Run 1, met1 routing:
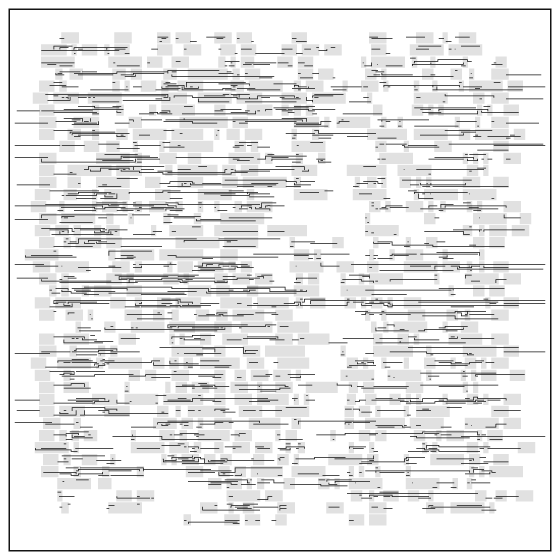
Run 1, signal wires on met2:
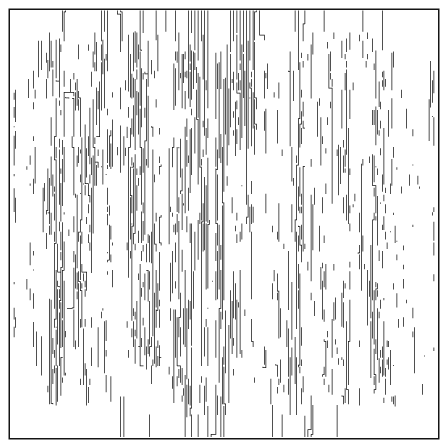
Run 1, M4 wires:
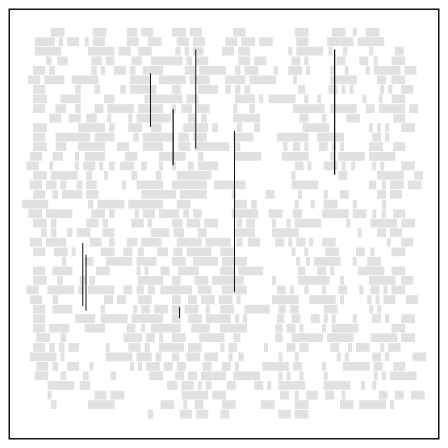
==> config.mk <==
export PLATFORM = sky130hd
export DESIGN_NAME = dmem_arbiter
export DESIGN_NICKNAME = d
export VERILOG_FILES = /design/src/rtl/dmem_arbiter.sv
export SDC_FILE = /design/constraint.sdc
export NUM_CORES = 1
export LEC_CHECK = 0
export CELL_PAD_IN_SITES_DETAIL_PLACEMENT = 1
export CELL_PAD_IN_SITES_GLOBAL_PLACEMENT = 2
export CORE_MARGIN = 3
export CORE_UTILIZATION = 22
export CTS_CLUSTER_SIZE = 25
export DETAILED_ROUTE_END_ITERATION = 7
export HOLD_SLACK_MARGIN = 0.1
export PLACE_DENSITY_LB_ADDON = 0.12
export SYNTH_ARGS = -nofsm -noshare
export SYNTH_HDL_FRONTEND = slang
export SYNTH_SLANG_ARGS = --single-unit
==> constraint.sdc <==
create_clock -name I_CLOCK -period 1.8 [get_ports I_CLOCK]
set_input_delay 0.36 -clock I_CLOCK [delete_from_list [all_inputs] [get_ports I_CLOCK]]
set_output_delay 0.36 -clock I_CLOCK [all_outputs]
set_load 0.02 [all_outputs]
==> run summary, run 1 <==
Floorplan-stage core utilization - 23.0%
Total non-filler cell area in the finished layout - 6220 sq um
Post-synthesis net count - 416
Static Leak - 2.71 nW
Residual DRC - 0
Standard cell area after detailed placement - 4740 sq um
Commonest cells after routing, fill and taps aside - 77 x sky130_fd_sc_hd__buf_6, 72 x sky130_fd_sc_hd__inv_1, 70 x sky130_fd_sc_hd__clkdlybuf4s50_1
Slew at the pin with the worst max-slew slack - 0.276 ns
Share of synthesized cell area in and-or and or-and compound cells - 31.5%
Max-cap check violation count - 0
Count of yosys warnings during synthesis - 0
Final ANT Viol Nets - 0
Type of origin of the critical path - register
Count of clock tree sinks - 69
Synth top cell by count - sky130_fd_sc_hd__dfxtp_1
Via count of the first global-routing pass - 4048
Metal2 WL - 6440 microns
Critical Path Fanout Max - 3
Async set or reset register ratio after synthesis - 0%
Endpoint kind of the worst setup timing path - primary output
Setup WS pre-CTS - -1.08 ns
Top cells by instance count after synthesis - 69 x sky130_fd_sc_hd__dfxtp_1, 66 x sky130_fd_sc_hd__nand2_1, 31 x sky130_fd_sc_hd__o21ai_0
Buffers added on ports - 137
Flops after synth - 69
Detailed placement HPWL - 7530 microns
Cell total in the yosys stat output - 340
Quantity of hold-fixing buffers added after cts - 0
Count of unique library cells instantiated by Yosys - 34
Die Span Y - 122 microns
Clock root buffer - sky130_fd_sc_hd__clkbuf_16
WL met1 - 5530 microns
Detail-routed net length per standard cell - 17.2 microns
Setup slack of the worst register-to-register path - 0.04 ns
Max clock buf depth - 2
Global-route wire length before repair - 20300 microns
Count of library flops with an enable pin - 0
Mapped cell area - 2960 sq um
Final number of setup-violating endpoints - 92
Violated checks - setup timing
Number of antenna violations at the first check in global routing - 0
Largest voltage drop on the vdd net - 0.365 mV
Die Wd - 122 microns
Number of cells traversed by the worst hold path - 2
Pins Over Slew Limit - 0
Met3 WL - 1170 microns
Adder and majority gate portion of the synthesized area - 0.847%
Sequential cell area fraction in the yosys report - 46.7%
Total power after layout - 5.09 mW
Commonest non-fill, non-tap cell in the layout - sky130_fd_sc_hd__buf_6
Setup repair after global routing missed its margin - yes
Share of layout cells above drive strength 1 - 46.5%
Share of the synthesized area in the top cell type - 46.7%
Top logic cell family in the synthesized netlist - AND-OR/OR-AND gates
Biggest area contributors in the synthesized netlist - sky130_fd_sc_hd__dfxtp_1 47%, sky130_fd_sc_hd__nand2_1 8.4%, sky130_fd_sc_hd__a41oi_1 7.7%, sky130_fd_sc_hd__a21boi_0 7.6%, sky130_fd_sc_hd__o21ai_0 5.2%
Final sum of negative setup slack - -32.70 ns
Overall die area - 14900 sq um
Area Overhead vs Synth - 111%
# IOs - 138
Path type of the worst min-delay path - register to register
Min Hold Slack - 0.457 ns
XOR/XNOR Fraction of Synth Area - 0%
OpenROAD warning count - 99
Setup ws final - -0.934 ns
Total global routing overflow - 0
GR Util All Layers - 17.5%
Most common reg cell - sky130_fd_sc_hd__dfxtp_1
Number of antenna diodes - 0
Core footprint - 12900 sq um
Number of placement rows - 41
Share of the core filled with cells in the final layout - 48.3%
Worst-case clock skew - 0.0269 ns
Per-instance average area after synthesis - 8.69 sq um
Critical Path RT - 1.44 ns
Final Hold Fails - 0
Highest routing layer actually used - met4
Simple-Gate Area Share - 12.9%
Run status - finished with violations
Finished Layout Cells - 772
Gpl congestion - 0.740
DR iter-0 viols - 102
Via density per instance - 4.65
Crit path kind - register to primary output
Data arrival time of the critical path - 2.37 ns
Clock-pin slew reported for the worst setup and hold paths after clock tree synthesis - 0.03 ns
Pin count of the biggest net entering global routing - 31
Yosys-reported design area after synthesis - 2960 sq um
Insertion Delay late pin - 0.41 ns
Number of CTS-inserted buffers - 9
Worst Reg2Reg Path Length in Cells - 11
Cell type contributing the most total cell area after synthesis - sky130_fd_sc_hd__dfxtp_1
Mux share - 0.381%
Cell count after placement - 651
Worst slew margin relative to its limit - 81.4%
CTS tree - yes
Drt pass-1 iters - 4
Total Nets Final - 671
Mapped Cells - 340
Power per standard cell area - 817 nW/um^2
Htree depth - 3
About 'met1 routing':
The wires run mostly horizontal. 587 nets have wire on it.
met1 Use GR: 19.6%
via total after detailed routing: 3591
sum of routed wire length over all layers: 13300 microns

About 'signal wires on met2':
The layer holds 48% of the routed length. The longest straight run is 55.2 microns. The wires run mostly vertical. The layer carries 6440 microns of wire. 609 nets have wire on it.
met2 global-route usage: 27.9%

About 'M4 wires':
The layer holds 1.3% of the routed length. 7 nets have wire on it.

run 1: power breakdown:
part	internal (mW)	switching [mW]	leakage, nW
logic	0.511	0.418	1.60
clock network	1.29	1.18	0.520
registers	1.63	0.0570	0.591
run 1: worst max-delay path, stage by stage, from the launching register on:
cell and delay (ns):
sky130_fd_sc_hd__dfxtp_2 0.31, sky130_fd_sc_hd__inv_2 0.06, sky130_fd_sc_hd__ha_4 0.14, sky130_fd_sc_hd__nand4b_4 0.10
sky130_fd_sc_hd__a21boi_2 0.19, sky130_fd_sc_hd__and2_4 0.17, sky130_fd_sc_hd__buf_6 0.11
run 1: repair_timing:
action                                  CTS  global route
buffers inserted                         23             8
endpoints found under the setup margin   97            94
pin swaps                                28            28
gates resized                           511            21
gates cloned                              7             0
run 1: per-layer routing:
| layer | GRT usage, % | up-vias |
|---|---|---|
| li1 | - | 1731 |
| met1 | 19.6 | 1705 |
| met2 | 27.9 | 136 |
| met3 | 9.19 | 19 |
| met4 | 7.56 | 0 |
| met5 | 0 | - |
run 1: final cells by class:
type,count,area [sq um]
Clock inverter,76,329
Fill cell,1479,6650
Timing Repair inverter,1,11.3
Tap cell,172,215
Multi-Input combinational cell,232,1670
Inverter,5,26.3
Timing Repair Buffer,208,2280
Clock buffer,9,225
Sequential cell,69,1460
run 1: cells by family (layout without fill, tap and decap cells):
family          after synthesis  in the layout
simple gates                 86             86
mux                           1              1
compound gates              143            143
fa+ha+maj                     2              2
buf+inv                      39            299
flops                        69             69
==> run 2: changes to the inputs <==
- ABC_CLOCK_PERIOD_IN_PS: unset -> 1800
- GPL_ROUTABILITY_DRIVEN: unset -> 0
Run 2, met1 routing:
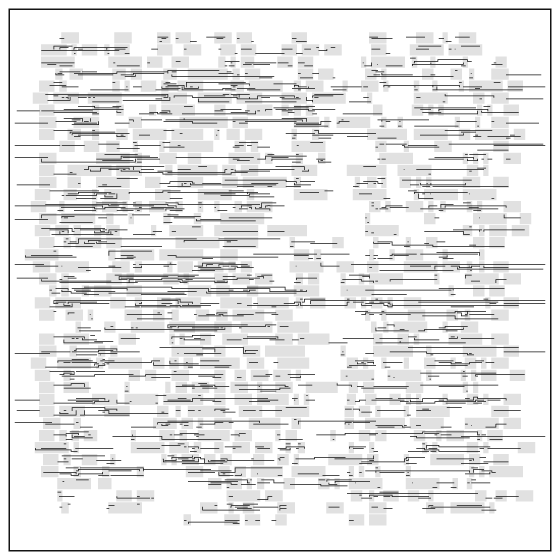
587 nets have wire on it. The layer holds 42% of the routed length. The wires run mostly horizontal. The longest straight run is 52.9 microns.

==> run 2 against run 1 <==
Against the previous run: the flow still finishes with violations (setup timing); global-route usage unchanged; total power unchanged; critical path depth unchanged; count of clock-buffer cells in the layout unchanged; critical endpoint unchanged; largest cell class unchanged.
==> run summary, run 2 <==
Run status - finished with violations
Violated checks - setup timing
Path type of the worst min-delay path - register to register
Area Overhead vs Synth - 111%
Die Wd - 122 microns
Largest voltage drop on the vdd net - 0.365 mV
Number of CTS-inserted buffers - 9
Max-cap check violation count - 0
Max clock buf depth - 2
Total non-filler cell area in the finished layout - 6220 sq um
Total Nets Final - 671
# IOs - 138
Crit. path cell count - 6
Detail-routed net length per standard cell - 17.2 microns
Top cells by instance count after synthesis - 69 x sky130_fd_sc_hd__dfxtp_1, 66 x sky130_fd_sc_hd__nand2_1, 31 x sky130_fd_sc_hd__o21ai_0
Endpoint kind of the worst setup timing path - primary output
Detailed placement HPWL - 7530 microns
Via total after detailed routing - 3591
Sum of routed wire length over all layers - 13300 microns
Cell total in the yosys stat output - 340
Cell chain of the critical path - inv_2 > ha_4 > nand4b_4 > a21boi_2 > and2_4 > buf_6
Final number of setup-violating endpoints - 92
Yosys-reported design area after synthesis - 2960 sq um
Share of the synthesized area in the top cell type - 46.7%
Count of library flops with an enable pin - 0
Logic area - 1670 sq um
Sequential Area - 1460 sq um
Standard cell area after detailed placement - 4740 sq um
Type of origin of the critical path - register
Largest incremental delay on the critical path - 0.31 ns
Highest-delay cell along the critical path - sky130_fd_sc_hd__dfxtp_2
Biggest area contributors in the synthesized netlist - sky130_fd_sc_hd__dfxtp_1 47%, sky130_fd_sc_hd__nand2_1 8.4%, sky130_fd_sc_hd__a41oi_1 7.7%, sky130_fd_sc_hd__a21boi_0 7.6%, sky130_fd_sc_hd__o21ai_0 5.2%
Cell type contributing the most total cell area after synthesis - sky130_fd_sc_hd__dfxtp_1
Post-synthesis net count - 416
Crit path buf inv count - 2
Most common reg cell - sky130_fd_sc_hd__dfxtp_1
Cell count after placement - 651
Quantity of hold-fixing buffers added after cts - 0
DR iter-0 viols - 102
Insertion Delay late pin - 0.41 ns
Clock-pin slew reported for the worst setup and hold paths after clock tree synthesis - 0.03 ns
Static Leak - 2.71 nW
Number of antenna violations at the first check in global routing - 0
Residual DRC - 0
Power per standard cell area - 817 nW/um^2
Count of unique library cells instantiated by Yosys - 34
Data arrival time of the critical path - 2.37 ns
Commonest cells after routing, fill and taps aside - 77 x sky130_fd_sc_hd__buf_6, 72 x sky130_fd_sc_hd__inv_1, 70 x sky130_fd_sc_hd__clkdlybuf4s50_1
Total power after layout - 5.09 mW
Buffers added on ports - 137
Crit path kind - register to primary output
Synth top cell by count - sky130_fd_sc_hd__dfxtp_1
Commonest non-fill, non-tap cell in the layout - sky130_fd_sc_hd__buf_6
Per-instance average area after synthesis - 8.69 sq um
Number of cells traversed by the worst hold path - 2
Critical Path RT - 1.44 ns
Number of antenna diodes - 0
Flops after synth - 69
Setup ws final - -0.934 ns
Mapped cell area - 2960 sq um
OpenROAD warning count - 99
Largest delay share family, worst path - flip-flops
Sequential cell area fraction in the yosys report - 46.7%
Filler cell count - 1479
Count of clock tree sinks - 69
Mapped Cells - 340
Setup slack of the worst register-to-register path - 0.04 ns
Worst-case clock skew - 0.0269 ns
Async set or reset register ratio after synthesis - 0%
Via density per instance - 4.65
Final ANT Viol Nets - 0
Share of layout cells above drive strength 1 - 46.5%
Drt pass-1 iters - 4
Worst Reg2Reg Path Length in Cells - 11
Die Span Y - 122 microns
Slew at the pin with the worst max-slew slack - 0.276 ns
Setup repair after global routing missed its margin - yes
Htree depth - 3
Finished Layout Cells - 772
Pin count of the biggest net entering global routing - 31
GR Util All Layers - 17.5%
Via count of the first global-routing pass - 4048
Run 2, signal wires on met2:
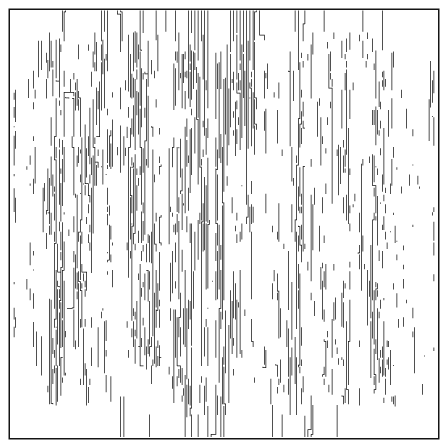

run 2: worst reg2reg max path: cells and delay by family, from the launching register on:
kind | cells | cell delay, ns
buffers and inverters | 7 | 0.81
flip-flops | 1 | 0.31
AND-OR/OR-AND | 2 | 0.27
adder cells (fa/ha/maj) | 1 | 0.15
AND/OR/NAND/NOR | 1 | 0.10
run 2: final cells by class:
class,instances,share of cell area (%)
multi-input cells,232,26.9
clock inverters,76,5.29
repair buffers,208,36.7
well taps,172,3.46
inverters,5,0.422
repair inverters,1,0.181
flip-flops and latches,69,23.5
clock buffers,9,3.62
run 2: routing by layer:
metal	global-route usage, %	wire length, microns	vias to the layer above
li1	-	-	1731
met1	19.6	5530	1705
met2	27.9	6440	136
met3	9.19	1170	19
met4	7.56	175	0
met5	0	0	-
run 2: logic make-up after synthesis:
| group | Yosys count | synth area share [%] |
|---|---|---|
| compound gates | 143 | 31.5 |
| simple gates | 86 | 12.9 |
| flops | 69 | 46.7 |
| buf+inv | 39 | 7.66 |
| fa+ha+maj | 2 | 0.847 |
| mux | 1 | 0.381 |
run 2: repair_timing:
item                       in CTS  in global routing
setup buffers                  23                  8
resized                       511                 21
setup endpoints to repair      97                 94
gates cloned                    7                  0
pin swaps                      28                 28
run 2: power breakdown:
part,switching (mW),total (mW),internal [mW]
clock network,1.18,2.47,1.29
registers,0.0570,1.69,1.63
logic,0.418,0.930,0.511
run 2: metrics by stage:
stage          setup TNS, ns  setup WS [ns]  hold WS, ns  util, %
4_1_cts               -30.35         -0.946        0.461     46.8
3_3_place_gp          -64.04          -1.07        0.441     36.8
3_5_place_dp          -65.41          -1.08        0.453     36.8
5_1_grt               -35.82          -1.01        0.485     48.3
6_report              -32.70         -0.934        0.457     48.3
2_1_floorplan         -10.86         -0.631        0.423        -
Power is estimated from default activity; no workload was simulated.
